run_1/flops_by_reg.png
Bar = 20 um. Other sequential cells in the stronger gray, the rest of the logic in the fainter gray.
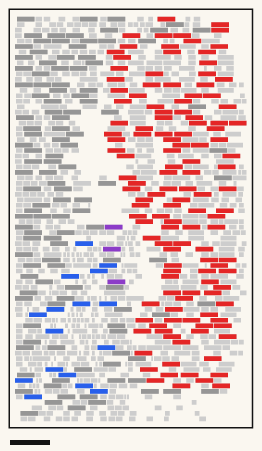
run_1/sizes.png
Bar = 20 um.
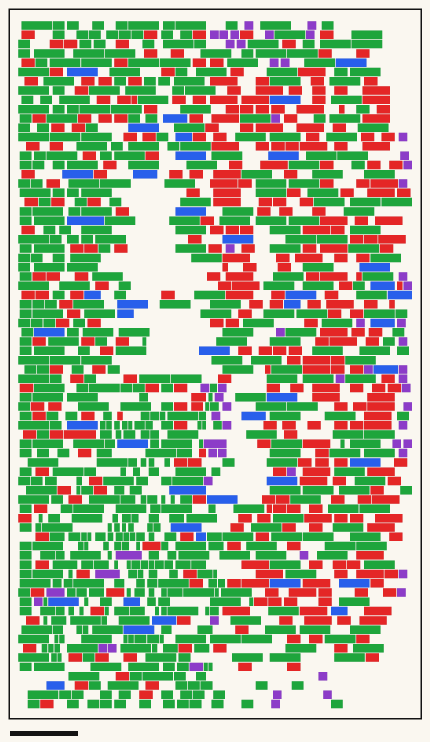
run_1/logic_types.png
Bar = 20 um.
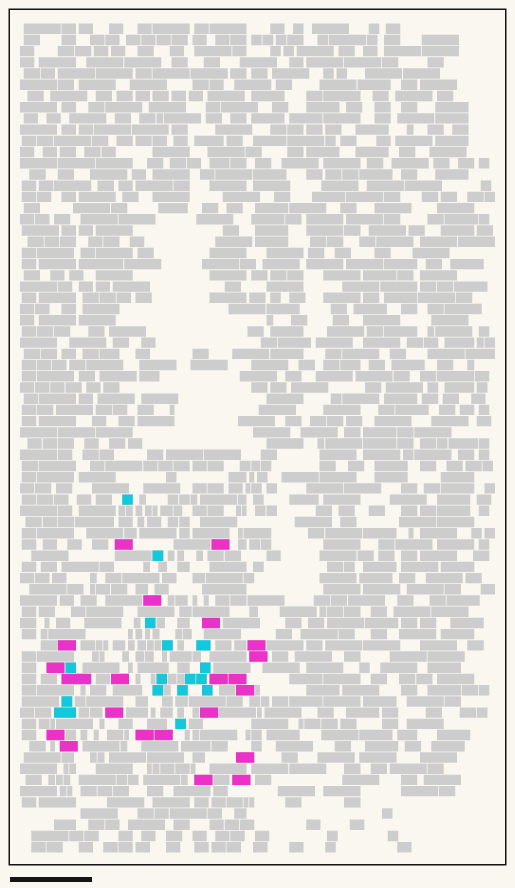
[config.mk]
export PLATFORM = sky130hd
export DESIGN_NAME = writeback
export DESIGN_NICKNAME = d
export VERILOG_FILES = /design/src/rtl/writeback_pkg.sv /design/src/rtl/writeback_regfile.sv /design/src/rtl/writeback.sv
export SDC_FILE = /design/constraint.sdc
export NUM_CORES = 1
export LEC_CHECK = 0
export CORE_ASPECT_RATIO = 1.75
export CORE_MARGIN = 2
export CORE_UTILIZATION = 54
export CTS_CLUSTER_SIZE = 25
export DETAILED_ROUTE_END_ITERATION = 7
export HOLD_SLACK_MARGIN = 0.08
export PLACE_DENSITY = 0.81
export SLEW_MARGIN = 25
export SYNTH_ARGS = -nofsm -noshare
export SYNTH_HDL_FRONTEND = slang
export SYNTH_SLANG_ARGS = --single-unit
[constraint.sdc]
create_clock -name clk -period 3.3 [get_ports clk]
set_input_delay 0.66 -clock clk [delete_from_list [all_inputs] [get_ports clk]]
set_output_delay 0.66 -clock clk [all_outputs]
set_load 0.05 [all_outputs]
[src/rtl/writeback_pkg.sv]
// Shared definitions for the writeback commit stage: default sizes and FSM state encodings.
package writeback_pkg;

   localparam int WB_WORD  = 16;
   localparam int WB_NREGS = 8;

   typedef enum logic [1:0] {
      WB_IDLE     = 2'd0,
      WB_COMMIT   = 2'd1,
      WB_MEM_WAIT = 2'd2,
      WB_DONE     = 2'd3
   } wb_state_t;

endpackage

[src/rtl/writeback_regfile.sv]
// Architectural register file: one synchronous write port, two combinational read ports.
module writeback_regfile #(
   parameter int WORD  = 16,
   parameter int NREGS = 8,
   parameter int AW    = $clog2(NREGS)
) (
   input  logic            clk,
   input  logic            rst_n,
   input  logic            we,
   input  logic [AW-1:0]   waddr,
   input  logic [WORD-1:0] wdata,
   input  logic [AW-1:0]   raddr1,
   input  logic [AW-1:0]   raddr2,
   output logic [WORD-1:0] rdata1,
   output logic [WORD-1:0] rdata2
);

   logic [WORD-1:0] regs_reg [NREGS];

   always_ff @(posedge clk or negedge rst_n) begin
      if (!rst_n) begin
         for (int i = 0; i < NREGS; i++) begin
            regs_reg[i] <= '0;
         end
      end else if (we) begin
         regs_reg[waddr] <= wdata;
      end
   end

   assign rdata1 = regs_reg[raddr1];
   assign rdata2 = regs_reg[raddr2];

endmodule

[src/rtl/writeback.sv]
// Final commit stage: latches one result bundle, commits register/SREG/PC, handshakes the
// optional memory write, then pulses wb_done.
module writeback
   import writeback_pkg::*;
#(
   parameter int          WORD     = WB_WORD,
   parameter int          NREGS    = WB_NREGS,
   parameter int unsigned RESET_PC = 0
) (
   input  logic                     clk,
   input  logic                     rst_n,
   input  logic                     ex_valid,
   input  logic                     reg_wb,
   input  logic [$clog2(NREGS)-1:0] reg_write_code,
   input  logic [WORD-1:0]          reg_write_val,
   input  logic                     mem_wb,
   input  logic [WORD-1:0]          mem_write_addr,
   input  logic [WORD-1:0]          mem_write_val,
   input  logic                     flag_update,
   input  logic [WORD-1:0]          SREG_in,
   input  logic                     jump,
   input  logic [WORD-1:0]          PC_jump_loc,
   input  logic [WORD-1:0]          PC_jump_inc,
   input  logic [$clog2(NREGS)-1:0] rd1_code,
   input  logic [$clog2(NREGS)-1:0] rd2_code,
   output logic [WORD-1:0]          rd1_data,
   output logic [WORD-1:0]          rd2_data,
   output logic [WORD-1:0]          SREG,
   output logic [WORD-1:0]          PC,
   output logic                     mem_we,
   output logic [WORD-1:0]          mem_addr,
   output logic [WORD-1:0]          mem_wdata,
   input  logic                     mem_ack,
   output logic                     wb_done,
   output logic                     busy
);

   localparam int AW = $clog2(NREGS);

   wb_state_t       state_reg, state_next;
   logic            commit_done_reg;
   logic            commit_edge;

   logic            hold_reg_wb_reg;
   logic [AW-1:0]   hold_code_reg;
   logic [WORD-1:0] hold_reg_val_reg;
   logic            hold_mem_wb_reg;
   logic [WORD-1:0] hold_mem_addr_reg;
   logic [WORD-1:0] hold_mem_val_reg;
   logic            hold_flag_reg;
   logic [WORD-1:0] hold_sreg_reg;
   logic            hold_jump_reg;
   logic [WORD-1:0] hold_loc_reg;
   logic [WORD-1:0] hold_inc_reg;

   logic [WORD-1:0] sreg_reg;
   logic [WORD-1:0] pc_reg;

   // COMMIT spends its first edge writing state and its second edge choosing the exit,
   // which places wb_done / mem_we two edges after the commit edge.
   assign commit_edge = (state_reg == WB_COMMIT) && !commit_done_reg;

   always_ff @(posedge clk or negedge rst_n) begin
      if (!rst_n) begin
         state_reg <= WB_IDLE;
      end else begin
         state_reg <= state_next;
      end
   end

   always_comb begin
      state_next = state_reg;
      case (state_reg)
         WB_IDLE:     if (ex_valid) state_next = WB_COMMIT;
         WB_COMMIT:   if (commit_done_reg) state_next = hold_mem_wb_reg ? WB_MEM_WAIT : WB_DONE;
         WB_MEM_WAIT: if (mem_ack) state_next = WB_DONE;
         WB_DONE:     state_next = WB_IDLE;
         default:     state_next = WB_IDLE;
      endcase
   end

   always_ff @(posedge clk or negedge rst_n) begin
      if (!rst_n) begin
         commit_done_reg   <= 1'b0;
         hold_reg_wb_reg   <= 1'b0;
         hold_code_reg     <= '0;
         hold_reg_val_reg  <= '0;
         hold_mem_wb_reg   <= 1'b0;
         hold_mem_addr_reg <= '0;
         hold_mem_val_reg  <= '0;
         hold_flag_reg     <= 1'b0;
         hold_sreg_reg     <= '0;
         hold_jump_reg     <= 1'b0;
         hold_loc_reg      <= '0;
         hold_inc_reg      <= '0;
         sreg_reg          <= '0;
         pc_reg            <= WORD'(RESET_PC);
      end else begin
         if (state_reg == WB_IDLE && ex_valid) begin
            hold_reg_wb_reg   <= reg_wb;
            hold_code_reg     <= reg_write_code;
            hold_reg_val_reg  <= reg_write_val;
            hold_mem_wb_reg   <= mem_wb;
            hold_mem_addr_reg <= mem_write_addr;
            hold_mem_val_reg  <= mem_write_val;
            hold_flag_reg     <= flag_update;
            hold_sreg_reg     <= SREG_in;
            hold_jump_reg     <= jump;
            hold_loc_reg      <= PC_jump_loc;
            hold_inc_reg      <= PC_jump_inc;
         end
         if (commit_edge) begin
            commit_done_reg <= 1'b1;
            if (hold_flag_reg) begin
               sreg_reg <= hold_sreg_reg;
            end
            pc_reg <= hold_jump_reg ? hold_loc_reg : pc_reg + hold_inc_reg;
         end else if (state_reg == WB_COMMIT) begin
            commit_done_reg <= 1'b0;
         end
      end
   end

   writeback_regfile #(
      .WORD  (WORD),
      .NREGS (NREGS),
      .AW    (AW)
   ) u_regfile (
      .clk    (clk),
      .rst_n  (rst_n),
      .we     (commit_edge && hold_reg_wb_reg),
      .waddr  (hold_code_reg),
      .wdata  (hold_reg_val_reg),
      .raddr1 (rd1_code),
      .raddr2 (rd2_code),
      .rdata1 (rd1_data),
      .rdata2 (rd2_data)
   );

   // Decoded straight from the state register so mem_we drops together with rst_n.
   assign mem_we    = (state_reg == WB_MEM_WAIT);
   assign wb_done   = (state_reg == WB_DONE);
   assign busy      = (state_reg != WB_IDLE);
   assign mem_addr  = hold_mem_addr_reg;
   assign mem_wdata = hold_mem_val_reg;
   assign SREG      = sreg_reg;
   assign PC        = pc_reg;

endmodule

==> COMMIT_EDITMSG, run 1 <==
Add synthesis and place-and-route results

- Slowest cell on the critical path: sky130_fd_sc_hd__clkdlybuf4s50_1
* Power per standard cell area: 1080 mW/mm2
- Of all the cell area in the finished design, non-clock buffers hold 14.5%.
- Total number of yosys warnings: 0
* N_diodes: 0
* Biggest area cells: sky130_fd_sc_hd__dfrtp_1, sky130_fd_sc_hd__mux2_2, sky130_fd_sc_hd__mux4_2, sky130_fd_sc_hd__ha_1, sky130_fd_sc_hd__clkbuf_1
- Share of cell area taken by flip-flops and latches: ~41%
* CP Data Required Time: around 2600 ps
- The final timing report lists a hold violation count of 0.
* Critical path cell sequence: clkdlybuf4s50_1 > buf_12 > mux4_2 > mux2_2 > buf_4
- The flow reports power dissipated in the clock network as between 2 and 3 mW.
* Logic area: 0.00587 mm2
* Number of fillers in the final layout: 1657
- Note, the detailed placer reported a final HPWL of around 20000 um.
* FF+latch count: 266
- In the power breakdown, the biggest contributor is combinational logic.
* Iteration-0 DRC Markers: around 230
- Area Growth Syn to Fin: 26.4%
- Drt drc: 0
- For this run, the register share of the synthesized area comes to ~52%.
- Run status: finished clean
- DIE WIDTH: approximately 120 um
- Yosys synthesis chip area: roughly 0.013 mm2
- Number of standard cells in the final layout excluding fillers: between 1000 and 1500
- Routed Antenna Nets: 0
- Least setup slack across all paths after layout: around 360 ps
* Clock-pin slew of the registers on the worst-case setup and hold paths: around 60 ps
- For this run, the final setup violation count is recorded as 0.
* Share of cells above drive strength 1: between 40% and 50%
- Area of the die: 0.0249 mm2
- Routed wire length: just under 30000 um
- The flow inserted roughly 300 tap cells.
* Max transition margin: 46.9%
* Async set-or-reset flop fraction in the synthesized netlist: 100%
- The flow reports that combinational logic draws approximately 48% of the design power.
- The first global-routing pass estimated approximately 46000 um of wire.
- Sorting the synthesis cell report by count puts at the top sky130_fd_sc_hd__mux2_2.
- Per report_power, the Sequential row totals 6.14 mW.
- Routability-driven placement finished with a final weighted congestion of 0.859.
* Combinational power: approximately 8.3 mW
* Final critical-path share of the clock period: 89.2%
* Number of nets produced by synthesis: a little under 1000
About flops_by_reg.png:
blue -> `PC`  # flops 16
red -> `u_regfile.regs_reg`  # flops 128
purple -> `hold_code_reg`  # flops 3

About sizes.png:
red -> _2 cells  # cells 357, share 33%
purple -> _3 and _4 cells  # cells 59, share 5.5%
green -> _0 and _1 cells  # cells 610, share 57%
blue -> _6 and larger  # cells 43, share 4.0%

About logic_types.png:
cyan -> AND-OR and OR-AND gates  # cells 16
magenta -> adder and majority cells  # cells 22

## run 1: cell usage in the layout, fill, tap and decap left out, types with 7 or more instances in the layout
cell,instances
sky130_fd_sc_hd__clkdlybuf4s50_1,176
sky130_fd_sc_hd__buf_4,52
sky130_fd_sc_hd__nand3_1,7
sky130_fd_sc_hd__a21o_1,12
sky130_fd_sc_hd__clkbuf_16,25
sky130_fd_sc_hd__mux4_2,64
sky130_fd_sc_hd__nor2_1,10
sky130_fd_sc_hd__nand2_1,21
sky130_fd_sc_hd__ha_1,21
sky130_fd_sc_hd__o21ai_0,14
sky130_fd_sc_hd__a21oi_1,16
sky130_fd_sc_hd__clkinv_2,7
sky130_fd_sc_hd__dfrtp_1,265
sky130_fd_sc_hd__buf_12,8
sky130_fd_sc_hd__mux2_2,278
sky130_fd_sc_hd__xor2_1,7
## run 1: per-layer routing
layer | GRT usage, % | wire, um | part of all wire, %
met1 | 26.7 | 10400 | 36
met2 | 43.7 | 15800 | 55
met3 | 6.14 | 1920 | 6.6
met4 | 7.79 | 782 | 2.7
met5 | 0 | 0 | 0
## run 1: cell families after synthesis
| logic type | share of synthesized area (%) |
|---|---|
| multiplexers | 36.6 |
| flip-flops | 52.3 |
| AND-OR/OR-AND | 3.63 |
| AND/OR/NAND/NOR | 2.77 |
| buffers and inverters | 1.74 |
| adder cells (fa/ha/maj) | 2.22 |
| XOR/XNOR | 0.756 |
## run 1: path summary, 6_finish.rpt
path,from,endpoint,cells past startpoint
min in group clk,hold_sreg_reg[4],SREG[4],1
max in group asynchronous,rst_n,hold_sreg_reg[6],2
hold / removal,rst_n,hold_loc_reg[2],1
hold reg to reg,hold_sreg_reg[4],SREG[4],1
setup reg to reg,PC[0],PC[14],9
setup / recovery,rd2_code[1],rd2_data[3],5
run_1/placement_by_type.png
Bar = 20 um.
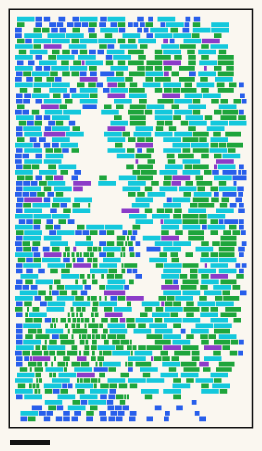

==> run 2: changes to the inputs <==
==> constraint.sdc (replaced) <==
create_clock -name clk -period 3.3 [get_ports clk]
set_input_delay 0.33 -clock clk [delete_from_list [all_inputs] [get_ports clk]]
set_output_delay 0.33 -clock clk [all_outputs]
set_load 0.05 [all_outputs]
run_2/placement_by_type.png
Bar = 20 um.
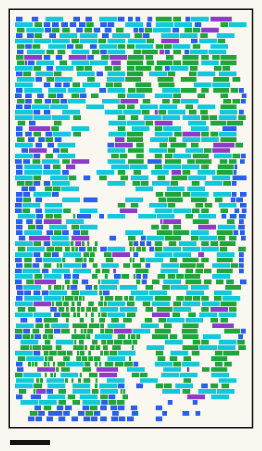
purple -> clock drivers and dummy loads  # cells 45
blue -> other buffers and delay cells  # cells 235
cyan -> flops  # cells 266
green -> combinational and other logic  # cells 518

run_2/logic_types.png
Bar = 20 um.
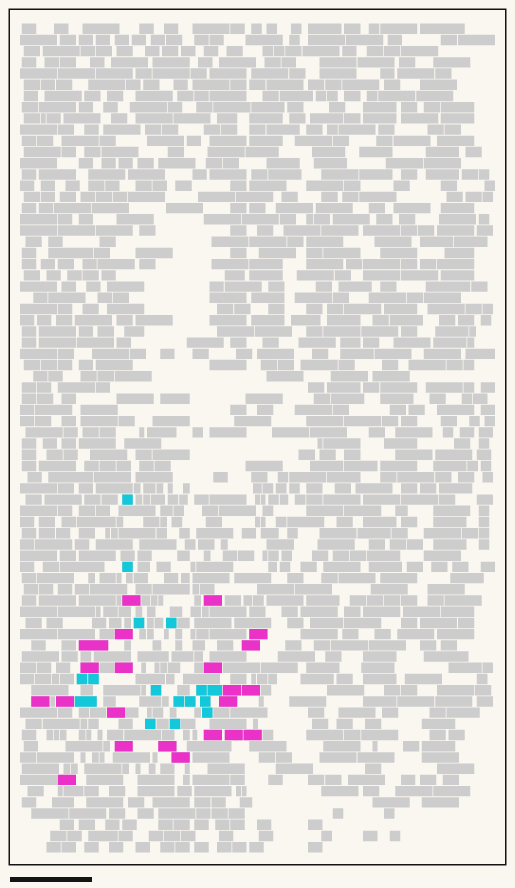
combinational share of cell area: 36.3%
highest-count logic cell in the final layout: sky130_fd_sc_hd__mux2_2
number of standard cells in the final layout excluding fillers: 1368

run_2/flops_by_reg.png
Bar = 20 um. Other sequential cells in the stronger gray, the rest of the logic in the fainter gray.
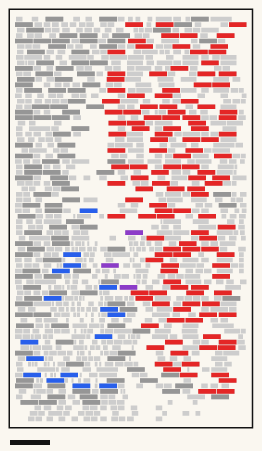
blue -> `PC`  # flops 16
red -> `u_regfile.regs_reg`  # flops 128
purple -> `hold_code_reg`  # flops 3
not colored = 119

==> run 2 against run 1 <==
Compared with the run above: register-to-register slack improved by 100 ps; non-clock buffer count fell by 4; global-route usage rose by 0.36 points; utilization rose by 0.26 points; design area rose by 0.37%; clock skew rose by 7.3 ps; sequential share of layout area fell by 0.15 points; via count rose by 0.81%; clock-buffer cell count fell by 1; largest power group unchanged.
==> COMMIT_EDITMSG, run 2 <==
Add synthesis and place-and-route results

- The power density of the placed cells was 1100 mW/mm2 (was 1080 mW/mm2).
* Port buffer count: 211 (unchanged)
- Global-route wire length before repair: 47300 um (was 46500 um)
- Clock skew: 17.7 ps (was 10.4 ps)
- Critical path cell sequence: inv_1 > ha_1 > inv_1 > clkdlybuf4s50_1 (was clkdlybuf4s50_1 > buf_12 > mux4_2 > mux2_2 > buf_4).
- The vias after detailed routing was 7954 (was 7890).
- Area share, top type: 52.3% (unchanged)
* Area of the die: 0.0249 mm2 (unchanged)
- Commonest non-fill, non-tap cells in the layout: sky130_fd_sc_hd__mux2_2, sky130_fd_sc_hd__dfrtp_1, sky130_fd_sc_hd__clkdlybuf4s50_1, sky130_fd_sc_hd__mux4_2, sky130_fd_sc_hd__buf_4 (unchanged).
* Leading power group: combinational logic (unchanged)
- Endpoints failing setup: 0 (unchanged)
- The hold violation count in the final report is 0 (unchanged).
- Sequential logic power: 6.19 mW (was 6.14 mW)
* Biggest area cells: sky130_fd_sc_hd__dfrtp_1, sky130_fd_sc_hd__mux2_2, sky130_fd_sc_hd__mux4_2, sky130_fd_sc_hd__ha_1, sky130_fd_sc_hd__clkbuf_1 (unchanged)
- Number of fillers in the final layout: 1628 (was 1657)
- Critical path's top delay family: buffers and inverters (unchanged)
* Iteration-0 DRC Markers: 324 (was 225)
- Run status: finished clean (unchanged)
- H-tree level count: 1 (unchanged)
- The post-layout period usage of the worst path is 78.7% (was 89.2%).
- The net count after synthesis was 967 (unchanged).
* Share of cells above drive strength 1: 42.6% (was 42.9%)
- The peak supply drop is 0.732 mV (was 0.740 mV).
* Combinational power: 8.32 mW (was 8.34 mW)
- Area of all sequential standard cells: 0.00666 mm2 (unchanged)
* Async set-or-reset flop fraction in the synthesized netlist: 100% (unchanged)
* Post-synthesis cell type with the largest instance count: sky130_fd_sc_hd__mux2_2 (unchanged)
- Area Growth Syn to Fin: 26.8% (was 26.4%)
- Drt drc: 0 (unchanged)
* Slowest cell on the critical path: sky130_fd_sc_hd__clkdlybuf4s50_1 (unchanged)
- The register share after synthesis was 52.3% (unchanged).
- Largest net degree at the start of global routing: 88 (was 102)
- Total number of yosys warnings: 0 (unchanged)
- N_diodes: 0 (unchanged)
- Clock network power consumption: 3.28 mW (was 2.92 mW)
- The post-CTS clock slew at the launch and capture registers of the worst setup and hold paths came to 70 ps (was 60 ps).
* Internal Dissipation: 10.8 mW (was 10.5 mW)
* Combinational share of power: 46.8% (was 47.9%)
* DIE WIDTH: 120 um (unchanged)
* Hpwl dp: 19700 um (was 19500 um)
- Routed Antenna Nets: 0 (unchanged)
* Routed wire length: 29100 um (was 28900 um)
## run 2: cell type report
class / count / area share [%]
Clock buffer: 33 / 4.37
Clock inverter: 12 / 1.52
Inverter: 4 / 0.0929
Multi-Input combinational cell: 514 / 36.3
Sequential cell: 266 / 41.2
Tap cell: 304 / 2.35
Timing Repair Buffer: 235 / 14.1
## run 2: path summary, 6_finish.rpt
kind,from,end,slack (ps),cells past startpoint
max,state_reg[0],busy,700,4
min,rst_n,PC[8],390,2
max reg2reg,PC[0],PC[12],780,9
min reg2reg,hold_sreg_reg[13],SREG[13],500,1
max in group asynchronous,rst_n,hold_reg_val_reg[3],2040,3
min in group clk,PC_jump_inc[3],hold_inc_reg[3],410,2
## run 2: cell families (layout without fill, tap and decap cells)
logic type               count (synthesis)  in the layout  synth area share (%)
AND/OR/NAND/NOR                         65             65                  2.77
multiplexers                           351            351                  36.6
flip-flops                             266            266                  52.3
AND-OR/OR-AND                           65             65                  3.63
XOR/XNOR                                11             11                 0.756
buffers and inverters                   52            284                  1.74
adder cells (fa/ha/maj)                 22             22                  2.22
## run 2: metrics by stage
stage	area [um2]	setup slack, ps	instances	hold WS [ps]
2_1_floorplan	12700	648	832	34.4
3_3_place_gp	15200	844	1322	378
3_5_place_dp	15200	792	1322	382
4_1_cts	16200	653	1368	386
5_1_grt	16200	584	1368	400
6_report	16200	703	1368	391
## run 2: layer usage
| layer | vias up | track usage (%) | share of wire [%] |
|---|---|---|---|
| li1 | 3558 | - | - |
| met1 | 4108 | 27.2 | 35 |
| met2 | 247 | 44.5 | 55 |
| met3 | 41 | 6.64 | 7.5 |
| met4 | 0 | 6.86 | 2.1 |
| met5 | - | 0 | 0 |
run_2/congestion.png
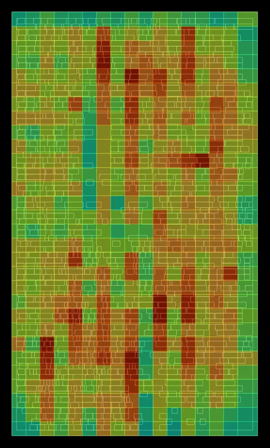

==> run 3: changes to the inputs <==
==> constraint.sdc (replaced) <==
create_clock -name clk -period 2.7 [get_ports clk]
set_input_delay 0.27 -clock clk [delete_from_list [all_inputs] [get_ports clk]]
set_output_delay 0.27 -clock clk [all_outputs]
set_load 0.05 [all_outputs]
run_3/congestion.png
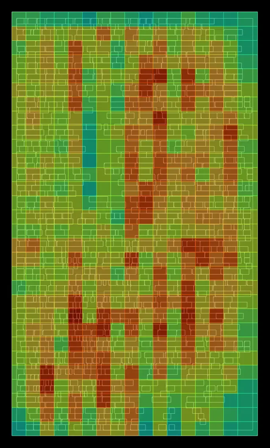
GRT busiest layer: met2
total global routing track utilization: 24.1%
met3 routing resource usage after global routing: 5.81%
met2 usage: 44.3%
met1 Resource Use GR: 26.6%

run_3/logic_types.png
Bar = 20 um.
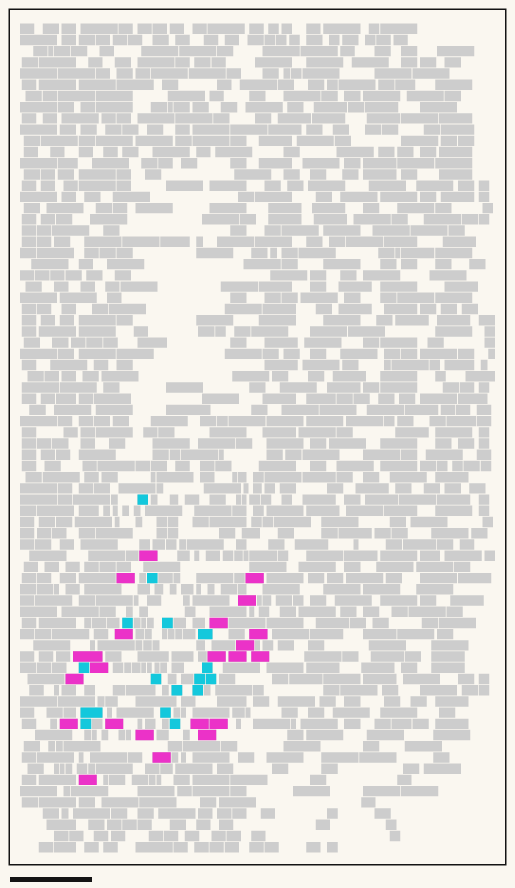
number of standard cells in the final layout excluding fillers: 1372
combinational share of cell area: 36.6%

run_3/placement_by_type.png
Bar = 20 um.
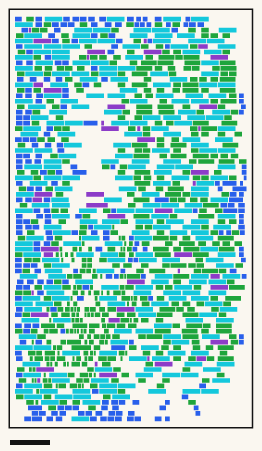
Std-Cell Core Area: 0.0232 mm2
Final Cell Area: 0.0161 mm2
share of cell area taken by flip-flops and latches: 41.4%
Finished Core Util: 69.2%
floorplan row count: 74

==> run 3 against run 2 <==
Compared with the run above: non-clock buffer count up 5; critical path depth increased by 5; total power rose by 19%; critical path type is now register to register; sequential share of layout area is 0.20 points higher; combinational power up about 20%; area after synthesis unchanged.
==> COMMIT_EDITMSG, run 3 <==
Add synthesis and place-and-route results

- Port buffer count: 211 (unchanged)
* Final critical-path share of the clock period: 94.8%
- Routed Antenna Nets: 0 (unchanged)
* Area share, top type: 52.3% (unchanged)
- The worst endpoint required time is 3110 ps (was 2970 ps).
- Xor and xnor area share after synthesis: 0.756% (unchanged)
* Worst Hold Slack: 290 ps (was 391 ps)
- Yosys simple share: 2.77% (unchanged)
* Number of nets produced by synthesis: 967 (unchanged)
- Share of cells above drive strength 1: 42.4% (was 42.6%)
* Endpoints failing setup: 0 (unchanged)
- The hold violation count in the final report is 0 (unchanged).
* Area Growth Syn to Fin: 26.2% (was 26.8%)
- Run status: finished clean (unchanged).
* Routed wire length: 28800 um (was 29100 um)
- Post-synthesis cell type with the largest instance count: sky130_fd_sc_hd__mux2_2 (unchanged)
* N_diodes: 0 (unchanged)
* Number of fillers in the final layout: 1647 (was 1628)
- The number of cells traversed by the worst register-to-register path came to 9 (unchanged).
* Largest net degree at the start of global routing: 81 (was 88)
- Highest-count logic cell in the final layout: sky130_fd_sc_hd__mux2_2 (unchanged)
* Mux share: 36.6% (unchanged)
* Yosys synthesis chip area: 0.0127 mm2 (unchanged)
- The adder and majority gate portion of the synthesized area is 2.22% (unchanged).
- H-tree level count: 1 (unchanged)
- Clock skew: 22.6 ps (was 17.7 ps)
- GP Congestion: 0.853 (was 0.827)
- The register share after synthesis is 52.3% (unchanged).
- Largest logic family: multiplexers (unchanged)
- Global-route wire length before repair: 47200 um (was 47300 um)
* Max transition margin: 55.1% (was 51.8%)
- The peak supply drop came to 0.973 mV (was 0.732 mV).
- The AND-OR/OR-AND share of the synthesized area came to 3.63% (unchanged).
* Number of vias after detailed routing: 7961 (was 7954)
- Power per standard cell area: 1320 mW/mm2 (was 1100 mW/mm2)
- Commonest non-fill, non-tap cells in the layout: sky130_fd_sc_hd__mux2_2, sky130_fd_sc_hd__dfrtp_1, sky130_fd_sc_hd__clkdlybuf4s50_1, sky130_fd_sc_hd__mux4_2, sky130_fd_sc_hd__buf_4 (unchanged)
-- run 3: metal layers --
metal  vias up  share of wire [%]  routed length, um  track usage [%]
met1      4130                 36              10200             26.6
met4         0                3.4                971             8.76
met3        61                6.5               1860             5.81
met5         -                  0                  0                0
met2       223                 55              15700             44.3
li1       3547                  -                  -                -
-- run 3: cell type report --
class                      instances  area share (%)
tap                              304            2.37
inverter                           4          0.0934
timing repair buffer             240            14.7
clock inverter                     8           0.475
sequential                       266            41.4
clock buffer                      36            4.39
multi-input combinational        514            36.6
-- run 3: worst max-delay path: stages, from the launching register on --
cell,delay (ps)
sky130_fd_sc_hd__dfrtp_1,400
sky130_fd_sc_hd__ha_1,240
sky130_fd_sc_hd__fa_1,420
sky130_fd_sc_hd__a21o_1,190
sky130_fd_sc_hd__a21o_4,240
sky130_fd_sc_hd__a211oi_4,290
sky130_fd_sc_hd__o31ai_4,110
sky130_fd_sc_hd__a311oi_2,320
sky130_fd_sc_hd__or4_1,160
sky130_fd_sc_hd__nand3_1,60
-- run 3: final timing paths --
path | from | to | slack, ps
max reg2reg | PC[0] | PC[14] | 140
min in group clk | SREG_in[4] | hold_sreg_reg[4] | 330
max | PC[0] | PC[14] | 140
max in group asynchronous | rst_n | hold_inc_reg[5] | 1550
min | rst_n | hold_loc_reg[3] | 290
min reg2reg | hold_sreg_reg[4] | hold_sreg_reg[4] | 500
-- run 3: report_power, final --
group | internal, mW | switching (mW)
Combinational | 4.82 | 5.48
Sequential | 5.94 | 1.54
Clock | 1.91 | 1.51
-- run 3: per-stage QoR --
step | cells | utilization (%) | power, mW
after global placement | 1327 | 65.7 | 17.5
final | 1372 | 69.2 | 21.2
after floorplan | 832 | - | 14.7
after global routing | 1372 | 69.2 | 22.4
after CTS | 1372 | 69.1 | 21.3
after detailed placement | 1327 | 65.7 | 17.8
Power is estimated from default activity; no workload was simulated.
